`src/rtl/pipeline_control_pkg.sv`:
```
// Shared CPU pipeline definitions: stage indices, enable levels and default depth.
package pipeline_control_pkg;

  localparam int unsigned STAGE_PC  = 0;
  localparam int unsigned STAGE_IF  = 1;
  localparam int unsigned STAGE_ID  = 2;
  localparam int unsigned STAGE_EX  = 3;
  localparam int unsigned STAGE_MEM = 4;
  localparam int unsigned STAGE_WB  = 5;

  localparam logic RESET_ENABLE = 1'b1;
  localparam logic STALL_ENABLE = 1'b1;

  localparam int unsigned DEFAULT_NUM_STAGES = 6;

endpackage

```
`src/rtl/pipeline_control_stall_mask.sv`:
```
// Thermometer fill: every bit at or below the highest set request bit is driven high.
module pipeline_control_stall_mask #(
  parameter int unsigned WIDTH = 6
) (
  input  logic [WIDTH-1:0] request,
  output logic [WIDTH-1:0] mask
);

  logic acc;

  always_comb begin
    acc  = 1'b0;
    mask = '0;
    for (int i = int'(WIDTH) - 1; i >= 0; i--) begin
      acc     = acc | request[i];
      mask[i] = acc;
    end
  end

endmodule

```
`src/rtl/pipeline_control.sv`:
```
// Pipeline freeze controller: stall thermometer, multi-cycle hold, registered flush/redirect
// and a saturating stall-cycle counter.
module pipeline_control
  import pipeline_control_pkg::*;
#(
  parameter int unsigned NUM_STAGES  = DEFAULT_NUM_STAGES,
  parameter int unsigned HOLD_STAGE  = STAGE_EX,
  parameter int unsigned HOLD_WIDTH  = 6,
  parameter int unsigned ADDR_WIDTH  = 32,
  parameter int unsigned COUNT_WIDTH = 32
) (
  input  logic                   clock,
  input  logic                   reset,
  input  logic [NUM_STAGES-1:0]  stall_request,
  input  logic                   hold_start,
  input  logic [HOLD_WIDTH-1:0]  hold_cycles,
  input  logic                   flush_request,
  input  logic [ADDR_WIDTH-1:0]  flush_pc,
  output logic [NUM_STAGES-1:0]  stall,
  output logic                   hold_busy,
  output logic                   flush,
  output logic [ADDR_WIDTH-1:0]  new_pc,
  output logic [COUNT_WIDTH-1:0] stall_count
);

  logic [HOLD_WIDTH-1:0]  hold_q, hold_d;
  logic                   flush_q, flush_d;
  logic [ADDR_WIDTH-1:0]  new_pc_q, new_pc_d;
  logic [COUNT_WIDTH-1:0] count_q, count_d;

  logic                  hold_start_valid;
  logic                  hold_src;
  logic [NUM_STAGES-1:0] sources;
  logic [NUM_STAGES-1:0] mask;

  assign hold_busy        = (hold_q != '0);
  assign hold_start_valid = hold_start && (hold_cycles != '0);
  // The start cycle already stalls, so the counter only covers the remaining N-1 cycles.
  assign hold_src         = hold_busy || hold_start_valid;

  always_comb begin
    sources             = stall_request;
    sources[HOLD_STAGE] = stall_request[HOLD_STAGE] | hold_src;
  end

  pipeline_control_stall_mask #(
    .WIDTH (NUM_STAGES)
  ) u_stall_mask (
    .request (sources),
    .mask    (mask)
  );

  // Flushed stages must advance so bubbles can enter them.
  assign stall = ((reset == RESET_ENABLE) || flush_q) ? '0 : mask;

  always_comb begin
    hold_d   = hold_q;
    flush_d  = flush_request;
    new_pc_d = new_pc_q;
    count_d  = count_q;

    if (flush_request) begin
      hold_d   = '0;
      new_pc_d = flush_pc;
    end else if (hold_busy) begin
      hold_d = hold_q - HOLD_WIDTH'(1);
    end else if (hold_start_valid && !flush_q) begin
      hold_d = hold_cycles - HOLD_WIDTH'(1);
    end

    if (stall[STAGE_PC] && (count_q != '1)) begin
      count_d = count_q + COUNT_WIDTH'(1);
    end
  end

  always_ff @(posedge clock) begin
    if (reset == RESET_ENABLE) begin
      hold_q   <= '0;
      flush_q  <= 1'b0;
      new_pc_q <= '0;
      count_q  <= '0;
    end else begin
      hold_q   <= hold_d;
      flush_q  <= flush_d;
      new_pc_q <= new_pc_d;
      count_q  <= count_d;
    end
  end

  assign flush       = flush_q;
  assign new_pc      = new_pc_q;
  assign stall_count = count_q;

endmodule

```
`config.mk`:
```
export PLATFORM = sky130hd
export DESIGN_NAME = pipeline_control
export DESIGN_NICKNAME = d
export VERILOG_FILES = /design/src/rtl/pipeline_control_pkg.sv /design/src/rtl/pipeline_control_stall_mask.sv /design/src/rtl/pipeline_control.sv
export SDC_FILE = /design/constraint.sdc
export NUM_CORES = 1
export LEC_CHECK = 0
export CAP_MARGIN = 15
export CORE_UTILIZATION = 40
export CTS_CLUSTER_DIAMETER = 100
export DETAILED_ROUTE_END_ITERATION = 8
export GPL_ROUTABILITY_DRIVEN = 0
export GPL_TIMING_DRIVEN = 1
export PLACE_DENSITY_LB_ADDON = 0.12
export SLEW_MARGIN = 20
export SYNTH_ARGS = -nofsm -noshare
export SYNTH_HDL_FRONTEND = slang
export SYNTH_SLANG_ARGS = --single-unit
```
`constraint.sdc`:
```
create_clock -name clock -period 1.9 [get_ports clock]
set_input_delay 0.38 -clock clock [delete_from_list [all_inputs] [get_ports clock]]
set_output_delay 0.38 -clock clock [all_outputs]
set_load 0.02 [all_outputs]
```
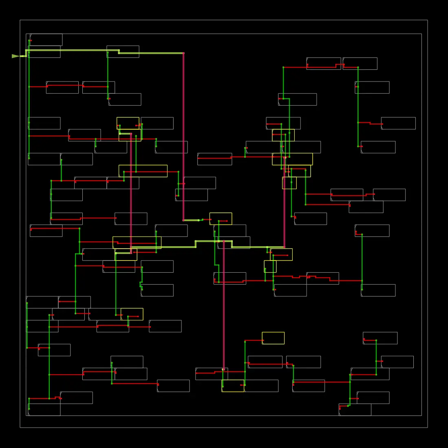
*Clock nets*
Clk power: 1.43 mW
CTS buffer count: 9
Latency at later pin: 350 ps

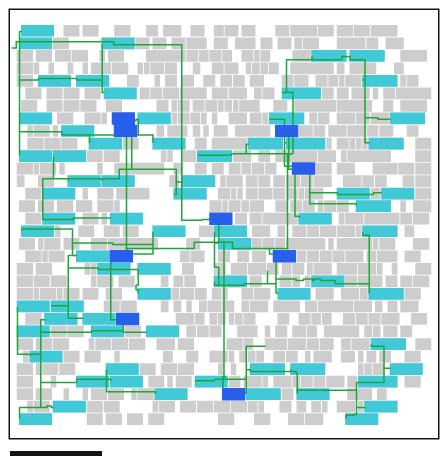
*Clock wires, drivers and flops*
Scale bar: 20 um.
Key: clock-net drivers = blue [count 9]; flip-flops = cyan [count 71]; clock wires = green [length 936 um]
Position of the flops: all over the die.

==> results_slide.txt <==
Implementation Results

Finish
  • Fillers: 567
  • ANT cells: 0
  • Layout cells sized above 1: 36.6%
  • Area grow syn2layout: 82.3%
  • # nets final: 633

Placement
  • Port Buffers: 119
  • Post-DP HPWL: 7190 um
  • Dpl ws: -720 ps

CTS
  • H-tree depth: 3
  • Clk pin slew, worst setup/hold paths: 80 ps
  • CTS Buffer Depth: 2
  • Clock Sink Count: 71
  • Cts hold-fix bufs: 0
  • TritonCTS clock tree: yes
  • Clk root buf: clkbuf_8

Synth
  • Synthesis area per yosys: 3310 um2
  • Synth Cell Area: 3310 um2
  • Top-area cell share: 43.0%
  • Avg Cell Area, Syn: 9.01 um2
  • Netlist cell types: 47
  • Synth area leader: dfxtp_1
  • Synthesized net count: 417
  • Top cells by count, synth: dfxtp_1, nor2_1, mux2i_1
  • Yosys cell count: 367
  • Ys async rst share: 0%
  • Instance count of the mapped netlist: 367
  • Seq/Total Area, Yosys: 43.0%
  • Leading post-synthesis cells by cell area: dfxtp_1, mux2i_1, nor2_1, mux2_2, a21oi_1
  • Synth warn: 0
  • Seq cells post-synth: 71
  • Cell with the most instances after synthesis: dfxtp_1
  • Dominant flop cell: dfxtp_1

Die
  • Row Count: 32
  • CORE AREA: 7850 um2
  • Width of the die: 92.9 um
  • Die height: 92.9 um
  • I/O pin cnt: 120
  • Die ar.: 8630 um2
  • Initial core utilization: 42.1%

Run status
  • Outcome: finished, violations left
  • Failing checks: negative setup slack

Timing
  • Final Cycle Share: 128%
  • Final setup skew: 7.78 ps
  • Setup violations, final: 29
  • Max-slew violations: 0
  • Crit path time final: 2440 ps
  • RSZ-0062 raised after global routing: yes
  • FMAX: 410 MHz
  • Setup TNS: -3370 ps
  • Hold Slack: 488 ps
  • Least-Margin Pin Slew: 769 ps
  • Relative slew slack: 48.7%
  • Worst setup margin: -540 ps
  • Fin. Hold Viols: 0

Global routing
  • Overflow after GRT: 0
  • Total track usage: 24.5%
  • First-pass GRT wire length: 16800 um
  • Largest net degree at the start of global routing: 72
  • Antenna violations before repair: 0
  • Number of global-route vias before repair: 3655

Routing
  • Post-route antenna net violation count: 0
  • Wire per inst: 15.8 um
  • Vias after detailed routing: 3711
  • Vias per cell: 5.39
  • WL final: 10900 um
  • Detailed Routing Iterations Pass 1: 4
  • DRT iter0 DRCs: 124

Critical path
  • CP endpoint kind: output pin
  • Crit path from: hold_q[5]$_SDFFE_PP0P_
  • CP Class: reg -> out
  • CP required: 1520 ps
  • Crit path arrival time: 2060 ps
  • Origin of the critical flop-to-flop path: hold_q[5]$_SDFFE_PP0P_
  • CP Max Fanout: 2

Pwr
  • Sw Ratio: 30.9%
  • Cell internal pwr: 3.28 mW
  • Total power per unit cell area: 789 nW/um2
  • Sw Pwr: 1.47 mW
  • Clock power share: 30.0%
  • Peak VDD IR: 0.734 mV
  • Seq pwr share: 34.6%
  • Combinational power share: 35.3%

Run
  • # Max-Cap Violations: 0
  • Log Warnings: 29

Worst hold path
  • Worst Hold Class: in -> reg
  • Hold Path Origin: flush_request
-- area by class of cell --
| cell class | instances | area, um2 | share of cell area (%) |
|---|---|---|---|
| Clock buffer | 11 | 163 | 2.70 |
| Timing Repair Buffer | 221 | 2020 | 33.6 |
| Sequential cell | 71 | 1450 | 24.1 |
| Inverter | 11 | 41.3 | 0.685 |
| Tap cell | 102 | 128 | 2.12 |
| Multi-Input combinational cell | 269 | 2140 | 35.6 |
| Clock inverter | 4 | 76.3 | 1.27 |
-- power by group through the flow --
stage,combinational [mW],sequential [mW],clock (mW)
global route,1.78,1.66,1.52
CTS,1.58,1.64,1.45
detailed placement,1.47,1.67,0
finish,1.68,1.65,1.43
floorplan,0.763,1.73,0
global placement,1.46,1.67,0
-- placed cells by master, fill, tap and decap left out, types with 3 or more instances in the layout --
cell type	instances
mux2_2	9
or4_1	4
nor4_1	4
o31ai_1	6
a21oi_2	8
nor2_2	4
nor4_2	3
dfxtp_4	3
or4_4	6
or3_1	4
mux2i_1	33
o21ai_0	5
or3_4	4
inv_1	8
dlygate4sd2_1	10
nor4_4	6
dlymetal6s2s_1	3
nor2b_1	11
clkbuf_8	10
buf_4	84
nor2_1	58
and3_1	3
clkdlybuf4s50_1	99
dfxtp_2	15
buf_6	22
o41ai_2	3
nand4_1	7
nand2_1	16
nor3_2	5
nand3_1	7
nor3_1	4
a21oi_1	12
dfxtp_1	53
o211ai_1	4
nor3_4	3
inv_2	3
-- per-layer routing --
metal  GRT usage [%]  wire, um  vias up  part of all wire, %
met3            6.65       702       30                  6.5
li1                -         -     1777                    -
met4            10.9       331        0                  3.0
met2            43.1      5450      126                   50
met1            27.5      4400     1778                   40
met5               0         0        -                    0
-- sequential cells by signal, summed over array words and instances, names as in the netlist --
register,count
hold_q,6
new_pc,32
stall_count,32
flush,1
-- metrics by stage --
step | instances | instance area (um2)
global placement | 659 | 5290
detailed placement | 659 | 5290
CTS | 682 | 5810
global route | 689 | 6030
floorplan | 367 | 3390
finish | 689 | 6030
-- path summary, 6_finish.rpt --
check / end / slack [ps] / cells past startpoint
worst max register to register: stall_count[22]$_SDFFE_PP0P_ / -120 / 9
worst max-delay path: stall[2] / -540 / 7
worst min-delay path: flush$_SDFF_PP0_ / 490 / 2
worst min register to register: new_pc[26]$_SDFFE_PP0P_ / 500 / 2
-- timing repair --
item	CTS	global route
gates cloned	1	0
endpoints found under the setup margin	38	42
pin swaps	18	24
buffers inserted	8	8
resized	85	41
-- logic make-up (layout without fill, tap and decap cells) --
group	Yosys count	count (layout)	synth area share (%)
buf+inv	27	247	3.41
fa+ha+maj	2	2	0.757
xor+xnor	3	3	0.795
simple gates	164	164	27.0
compound gates	56	56	11.3
mux	44	44	13.7
flops	71	71	43.0
-- critical path, stage by stage (launching register included) --
cell and delay, ps:
dfxtp_2 320, or4_4 560, nor3_4 160, inv_2 70, nor4b_4 240, buf_4 170, a21oi_2 40, buf_4 160
No activity file was given, so power comes from the tool's default toggle rates.
